Power grid:
The bar under the picture is 200 um long. Pins as bars on the die edge. Tap cells in grey.
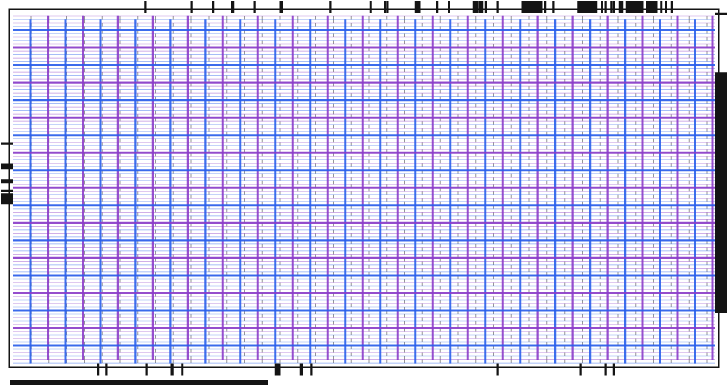
Cell classes on the final placement:
The bar under the picture is 200 um long.
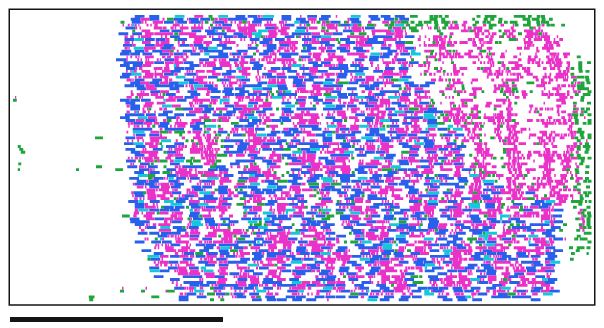
Clock distribution:
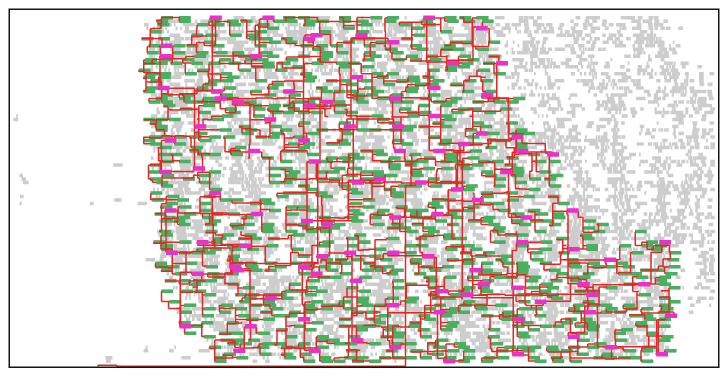
Signal wires by layer:
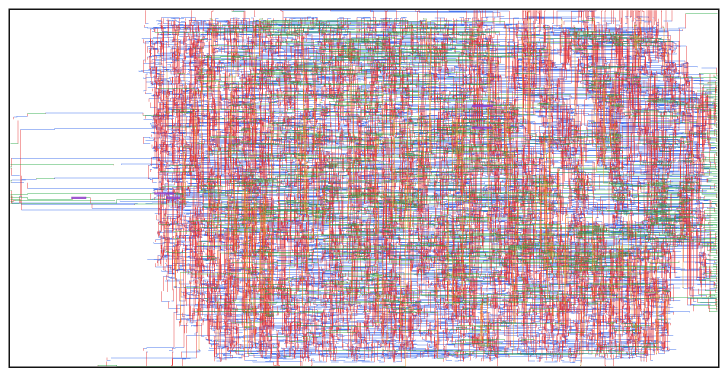
Routing congestion map:
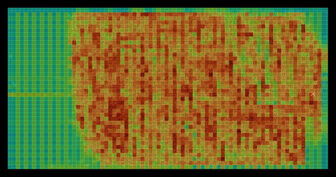
## src/rtl/rv_exec_pkg.sv

```systemverilog
// Shared constants for the RV32I execute stage: datapath width, one-hot ALU
// op bit positions, PC step and the major opcodes the front-end decoder uses.
package rv_exec_pkg;

  localparam int unsigned XLEN = 32;

  // Bit positions inside the one-hot alu_op vector.
  localparam int unsigned OP_AUIPC = 0;
  localparam int unsigned OP_LUI   = 1;
  localparam int unsigned OP_JAL   = 2;
  localparam int unsigned OP_JALR  = 3;
  localparam int unsigned OP_ADDI  = 4;
  localparam int unsigned OP_ADD   = 5;
  localparam int unsigned OP_LW    = 6;
  localparam int unsigned NUM_OPS  = 7;

  localparam int unsigned PC_INC = 4;

  // Major opcodes (instruction bits [6:0]).
  localparam logic [6:0] OPC_LUI    = 7'b0110111;
  localparam logic [6:0] OPC_AUIPC  = 7'b0010111;
  localparam logic [6:0] OPC_JAL    = 7'b1101111;
  localparam logic [6:0] OPC_JALR   = 7'b1100111;
  localparam logic [6:0] OPC_OP_IMM = 7'b0010011;
  localparam logic [6:0] OPC_OP     = 7'b0110011;
  localparam logic [6:0] OPC_LOAD   = 7'b0000011;

endpackage

```

## src/rtl/rv_exec_regfile.sv

```systemverilog
// General-purpose register file: two combinational read ports, one write port,
// asynchronous active-low clear, x0 hard-wired to zero, no write-to-read bypass.
// Build option: define RV32E_EN to shrink the file to x0-x15; accesses to
// x16-x31 then write nothing and read zero.
module rv_exec_regfile #(
  parameter int unsigned       XLEN      = 32,
  parameter int unsigned       NREGS     = 32,
  parameter logic [XLEN-1:0]   RESET_VAL = '0
) (
  input  logic            clk,
  input  logic            rst,
  input  logic            wen,
  input  logic [4:0]      waddr,
  input  logic [XLEN-1:0] wdata,
  input  logic [4:0]      raddr1,
  input  logic [4:0]      raddr2,
  output logic [XLEN-1:0] rdata1,
  output logic [XLEN-1:0] rdata2
);

`ifdef RV32E_EN
  localparam int unsigned NumRegs = (NREGS < 16) ? NREGS : 16;
`else
  localparam int unsigned NumRegs = NREGS;
`endif
  localparam int unsigned IdxW = $clog2(NumRegs);

  logic [XLEN-1:0] regs_q [NumRegs];
  logic [XLEN-1:0] regs_d [NumRegs];

  logic waddr_ok, raddr1_ok, raddr2_ok;

  // Address qualification: x0 and registers outside the implemented file.
  always_comb begin
    waddr_ok  = (waddr  != 5'd0) && (32'(waddr)  < NumRegs);
    raddr1_ok = (raddr1 != 5'd0) && (32'(raddr1) < NumRegs);
    raddr2_ok = (raddr2 != 5'd0) && (32'(raddr2) < NumRegs);
  end

  // Next-state: only the addressed register changes on a qualified write.
  always_comb begin
    regs_d = regs_q;
    if (wen && waddr_ok) begin
      regs_d[waddr[IdxW-1:0]] = wdata;
    end
  end

  // Storage with asynchronous clear; reset also blocks writes.
  always_ff @(posedge clk or negedge rst) begin
    if (!rst) begin
      for (int i = 0; i < int'(NumRegs); i++) begin
        regs_q[i] <= RESET_VAL;
      end
    end else begin
      regs_q <= regs_d;
    end
  end

  // Combinational reads; the old value is seen until the write edge.
  always_comb begin
    rdata1 = raddr1_ok ? regs_q[raddr1[IdxW-1:0]] : '0;
    rdata2 = raddr2_ok ? regs_q[raddr2[IdxW-1:0]] : '0;
  end

endmodule

```

## src/rtl/rv_exec_unit.sv

```systemverilog
// Execute stage of the single-cycle RV32I core: register file, funct3 one-hot
// decoder and one-hot-op ALU producing the writeback value and next PC.
// The writeback value loops back into the register file write port.
// Build option: RV32E_EN (16-entry register file, see rv_exec_regfile).
module rv_exec_unit #(
  parameter int unsigned     XLEN      = rv_exec_pkg::XLEN,
  parameter int unsigned     NREGS     = 32,
  parameter logic [XLEN-1:0] RESET_VAL = '0
) (
  input  logic            clk,
  input  logic            rst,
  input  logic [2:0]      funct3,
  output logic [7:0]      funct3_hot,
  input  logic [4:0]      rs1,
  input  logic [4:0]      rs2,
  input  logic [4:0]      rd,
  input  logic            reg_wen,
  input  logic [6:0]      alu_op,
  input  logic [XLEN-1:0] imm,
  input  logic [XLEN-1:0] pc,
  input  logic [XLEN-1:0] rdata,
  output logic [XLEN-1:0] src1,
  output logic [XLEN-1:0] src2,
  output logic [XLEN-1:0] result,
  output logic [XLEN-1:0] next_pc
);

  import rv_exec_pkg::*;

  logic [XLEN-1:0] pc_seq;
  logic [XLEN-1:0] pc_imm;
  logic [XLEN-1:0] src1_imm;
  logic [XLEN-1:0] src1_src2;
  logic [XLEN-1:0] jalr_tgt;
  logic            seq_en;
  logic            link_en;

  rv_exec_regfile #(
    .XLEN      (XLEN),
    .NREGS     (NREGS),
    .RESET_VAL (RESET_VAL)
  ) u_regfile (
    .clk    (clk),
    .rst    (rst),
    .wen    (reg_wen),
    .waddr  (rd),
    .wdata  (result),
    .raddr1 (rs1),
    .raddr2 (rs2),
    .rdata1 (src1),
    .rdata2 (src2)
  );

  // funct3 one-hot decode.
  always_comb begin
    funct3_hot = 8'd1 << funct3;
  end

  // Shared adders for the ALU terms.
  always_comb begin
    pc_seq    = pc + XLEN'(PC_INC);
    pc_imm    = pc + imm;
    src1_imm  = src1 + imm;
    src1_src2 = src1 + src2;
    jalr_tgt  = {src1_imm[XLEN-1:1], 1'b0};
  end

  // One-hot ALU: each enabled op ORs in its term, no priority between ops.
  // alu_op == 0 falls through to result 0 and a sequential next PC.
  always_comb begin
    link_en = alu_op[OP_JAL] | alu_op[OP_JALR];
    seq_en  = alu_op[OP_AUIPC] | alu_op[OP_LUI] | alu_op[OP_ADDI] | alu_op[OP_ADD] |
              alu_op[OP_LW] | (alu_op == 7'd0);

    result = ({XLEN{alu_op[OP_AUIPC]}} & pc_imm)    |
             ({XLEN{alu_op[OP_LUI]}}   & imm)       |
             ({XLEN{link_en}}          & pc_seq)    |
             ({XLEN{alu_op[OP_ADDI]}}  & src1_imm)  |
             ({XLEN{alu_op[OP_ADD]}}   & src1_src2) |
             ({XLEN{alu_op[OP_LW]}}    & rdata);

    next_pc = ({XLEN{seq_en}}          & pc_seq) |
              ({XLEN{alu_op[OP_JAL]}}  & pc_imm) |
              ({XLEN{alu_op[OP_JALR]}} & jalr_tgt);
  end

endmodule

```

## config.mk

```make
export PLATFORM = sky130hd
export DESIGN_NAME = rv_exec_unit
export DESIGN_NICKNAME = d
export VERILOG_FILES = /design/src/rtl/rv_exec_pkg.sv /design/src/rtl/rv_exec_regfile.sv /design/src/rtl/rv_exec_unit.sv
export SDC_FILE = /design/constraint.sdc
export NUM_CORES = 2
export LEC_CHECK = 0
export CORE_ASPECT_RATIO = 0.5
export CORE_MARGIN = 2
export CORE_UTILIZATION = 40
export DETAILED_ROUTE_END_ITERATION = 6
export SLEW_MARGIN = 10
export SYNTH_ARGS = -nofsm -noshare
export SYNTH_HDL_FRONTEND = slang
export SYNTH_SLANG_ARGS = --single-unit
```

## constraint.sdc

```tcl
create_clock -name clk -period 7.6 [get_ports clk]
set_clock_uncertainty 0.2 [all_clocks]
set_input_delay 0.76 -clock clk [delete_from_list [all_inputs] [get_ports clk]]
set_output_delay 0.76 -clock clk [all_outputs]
set_load 0.02 [all_outputs]
```

==> flow_metrics.env <==
# flow metrics
export IMPL_top_register="u_regfile.regs_q"
export IMPL_cp_slowest_cell="a221oi_1"
export IMPL_drt_wirelength_per_cell_um=29.9
export IMPL_ys_types=77
export IMPL_critical_path_arrival_ps=6550
export IMPL_mux_share_pct=23.7
export IMPL_final_hold_viol_count=0
export IMPL_buffers=561
export IMPL_cts_hold_buf=1
export IMPL_yosys_area_um2=59500
export IMPL_dieWidth_um=549
export IMPL_period_used_pct=98.8
export IMPL_cp_required_ps=6640
export IMPL_nClkBuffers=142
export IMPL_largest_reg_flops=1024
export IMPL_drive_gt1_share_pct=20.2
export IMPL_n_sequential_cell=1024
export IMPL_grt_pass1_wl_mm=338
export IMPL_via_per_inst=6.39
export IMPL_postCtsSetupRepairBufs=0
export IMPL_top_area_share_pct=43.1
export IMPL_drt_pass1_iter_count=7
export IMPL_reg2reg_depth=18
export IMPL_path_common_cell="buf_4"
export IMPL_max_cap_viol_count=0
export IMPL_start_kind="input port"
export IMPL_cts_repair_resized=1
export IMPL_wl_mm=233
export IMPL_mi_logic_area_um2=32000
export IMPL_setup_tns_final_ps=0
export IMPL_fin_crit_ps=7510
export IMPL_clkCellAreaFrac_pct=5.12
export IMPL_compound_area_share_pct=15.4
export IMPL_synth_adder_area_share_pct=2.08
export IMPL_end_kind="output pin"
export IMPL_cp_cell_sequence="buf_4 -> buf_4 -> or3_2 -> buf_4 -> o22ai_1 -> a221oi_1 -> buf_4 -> nor2_1 -> a21oi_1 -> nor2_1 -> ha_1 -> a21o_1 -> a21oi_1 -> nor2_1 -> a311oi_2 -> xnor2_1 -> a221o_2 -> a211oi_4 -> buf_12 -> inv_1 -> clkdlybuf4s50_1"
export IMPL_top_logic_kind="multiplexers"
export IMPL_regArea_um2=25600
export IMPL_leakage_nw=28.4
export IMPL_clk_pin_slew_ps=60
export IMPL_tightestPinTransition_ps=1340
export IMPL_ys_cells=5618
export IMPL_ios=260
export IMPL_cts_root_buffer="clkbuf_16"
export IMPL_xor_area_share_pct=1.63
export IMPL_drt_drc_violations_left=19
export IMPL_slew_headroom_pct=10.4
export IMPL_lay_top_count="dfrtp_1"
export IMPL_drv_slew=0
export IMPL_cts_buffers=101
export IMPL_ys_seq_share_pct=43.1
export IMPL_fmax_mhz=133
export IMPL_status="finished with violations"
export IMPL_antenna_found_initial=10
export IMPL_hold_class="reg2reg"
export IMPL_antenna_left=0
export IMPL_diodes=1
export IMPL_fp_util_pct=40.6
export IMPL_postSynthAreaPerCell_um2=10.6
export IMPL_synth_edff_count=0
export IMPL_violations="design-rule violations"
export IMPL_cts_buffer_depth=3
export IMPL_tapCellCount=1969
export IMPL_simple_gate_share_pct=10.1
export IMPL_synthArstFlopShare_pct=100
export IMPL_worst_path_largest_cell_delay_ps=550
export IMPL_crit_type="in2out"
export IMPL_common_cells="dfrtp_1 (1,024), nor2_1 (868), a21oi_1 (813)"
export IMPL_mappedNetlistArea_um2=59500
export IMPL_multiInputCombCellCount=3975
export IMPL_grt_pass1_vias=48500
export IMPL_fin_nets=5946
export IMPL_die_h_um=277
export IMPL_htreeDepth=3
export IMPL_area_growth_pct=16.7
export IMPL_largest_class="multi-input combinational cells"
export IMPL_setup_viol=0
export IMPL_chip_area_um2=152000
export IMPL_sh_comb_area_pct=46.2
export IMPL_top_cells_by_area="dfrtp_1 (43%), mux4_2 (21%), a21oi_1 (6.8%)"
export IMPL_final_cell_mix="dfrtp_1 (1,024), nor2_1 (840), a21oi_1 (799)"
export IMPL_ys_ff=1024
export IMPL_holdPathStages=0
export IMPL_nonClkBufAreaFrac_pct=7.89
export IMPL_top_cell="dfrtp_1"
export IMPL_gr_total_overflow=0
export IMPL_gp_congestion=0.977
export IMPL_post_dp_hpwl_mm=154
export IMPL_critPathMaxFanout=13
export IMPL_warnings=37
export IMPL_port_buffers=259
export IMPL_n_all_inverters=62
export IMPL_synthCells=5618
export IMPL_drt_iter0_drc=6636
export IMPL_ys_warn_count=0
export IMPL_fillers=13100
Notes on 'power grid' above:
Key: blue = VSS; purple = VDD
1,969 tap cells. The core has 99 rows. 100 met1 rails follow the rows. 19 straps on met5. 40 straps on met4.
maximum VDD drop: 209 uV
CORE AREA: 147,000 um2

Notes on 'cell classes on the final placement' above:
Key: blue = registers [cells 1,024, share of their area 38%]; green = remaining buffers and delay cells [cells 561, share of their area 8.2%]; cyan = clock drivers and dummy loads [cells 186, share of their area 5.3%]; magenta = remaining logic cells [cells 4,037, share of their area 48%]
Final Cell Area: 69,400 um2
flop share of the area: 36.9%
row cnt: 99
fin util: 47.3%

Notes on 'clock distribution' above:
Key: magenta = clock-net drivers [count 101]; green = flip-flops [count 1,024]; red = clock wires [length 13,400 um]
There are 102 routed clock nets.
clock group power: 5.45 mW
clock power share: 25.7%
Worst-Skew Late Latency: 720 ps

Notes on 'signal wires by layer' above:
Key: green = M3 [wire length 29.5 mm]; purple = M5 [wire length 61.6 um]; blue = M1 [wire length 96.3 mm]; orange = M4 [wire length 9,490 um]; red = M2 [wire length 97.4 mm]
routed vias: 49.7k
GRT Total Usage: 30.2%

Notes on 'routing congestion map' above:
grt met2 use: 42.8%
Most Crowded Layer GR: met1
M1 GR Usage: 43.1%

-- stage by stage --
step | worst slack (ps) | std cells | hold WS (ps) | power [mW] | area [um2]
global placement | -128 | 7587 | 176 | 15.4 | 65700
finish | 92.9 | 7778 | 201 | 21.2 | 69400
CTS | 47.1 | 7775 | 201 | 21.1 | 69200
floorplan | 408 | 5618 | 241 | 12.6 | 59500
global route | -25.8 | 7778 | 212 | 22.2 | 69400
detailed placement | -137 | 7587 | 186 | 15.6 | 65700
-- critical path, delay by kind of cell --
family,cells,cell delay (ps)
xor gates and xnor gates,1,130
AOI/OAI and AO/OA,8,2460
buffers and inverters,7,1680
and+or+nand+nor,4,980
adders and majority gates,1,470
-- power breakdown --
part           leakage, nW  internal, mW  switching, mW  total [mW]
Clock                 1.75          3.15           2.30        5.45
Sequential            12.2          6.88           1.13        8.02
Combinational         14.5          3.60           4.17        7.77
-- worst paths after layout --
| check | startpoint | endpoint | slack, ps |
|---|---|---|---|
| worst max register to register | u_regfile.regs_q[539] | u_regfile.regs_q[446] | 1700 |
| max in group asynchronous | rst | u_regfile.regs_q[775] | 5080 |
| min in group asynchronous | rst | u_regfile.regs_q[603] | 510 |
| worst max-delay path | rs1[3] | result[30] | 90 |
| worst min register to register | u_regfile.regs_q[1015] | u_regfile.regs_q[1015] | 200 |
| worst min-delay path | u_regfile.regs_q[1015] | u_regfile.regs_q[1015] | 200 |
-- routing by layer --
| metal | share of wire, % | vias to the layer above | global-route usage (%) | routed length (um) |
|---|---|---|---|---|
| met2 | 42 | 3016 | 42.8 | 97400 |
| met3 | 13 | 501 | 9.60 | 29500 |
| met5 | 0.026 | - | 0 | 61 |
| met4 | 4.1 | 10 | 11.3 | 9490 |
| li1 | - | 20900 | - | - |
| met1 | 41 | 25300 | 43.1 | 96300 |
Power figures rest on the tool's default switching activity, not on a simulated workload.
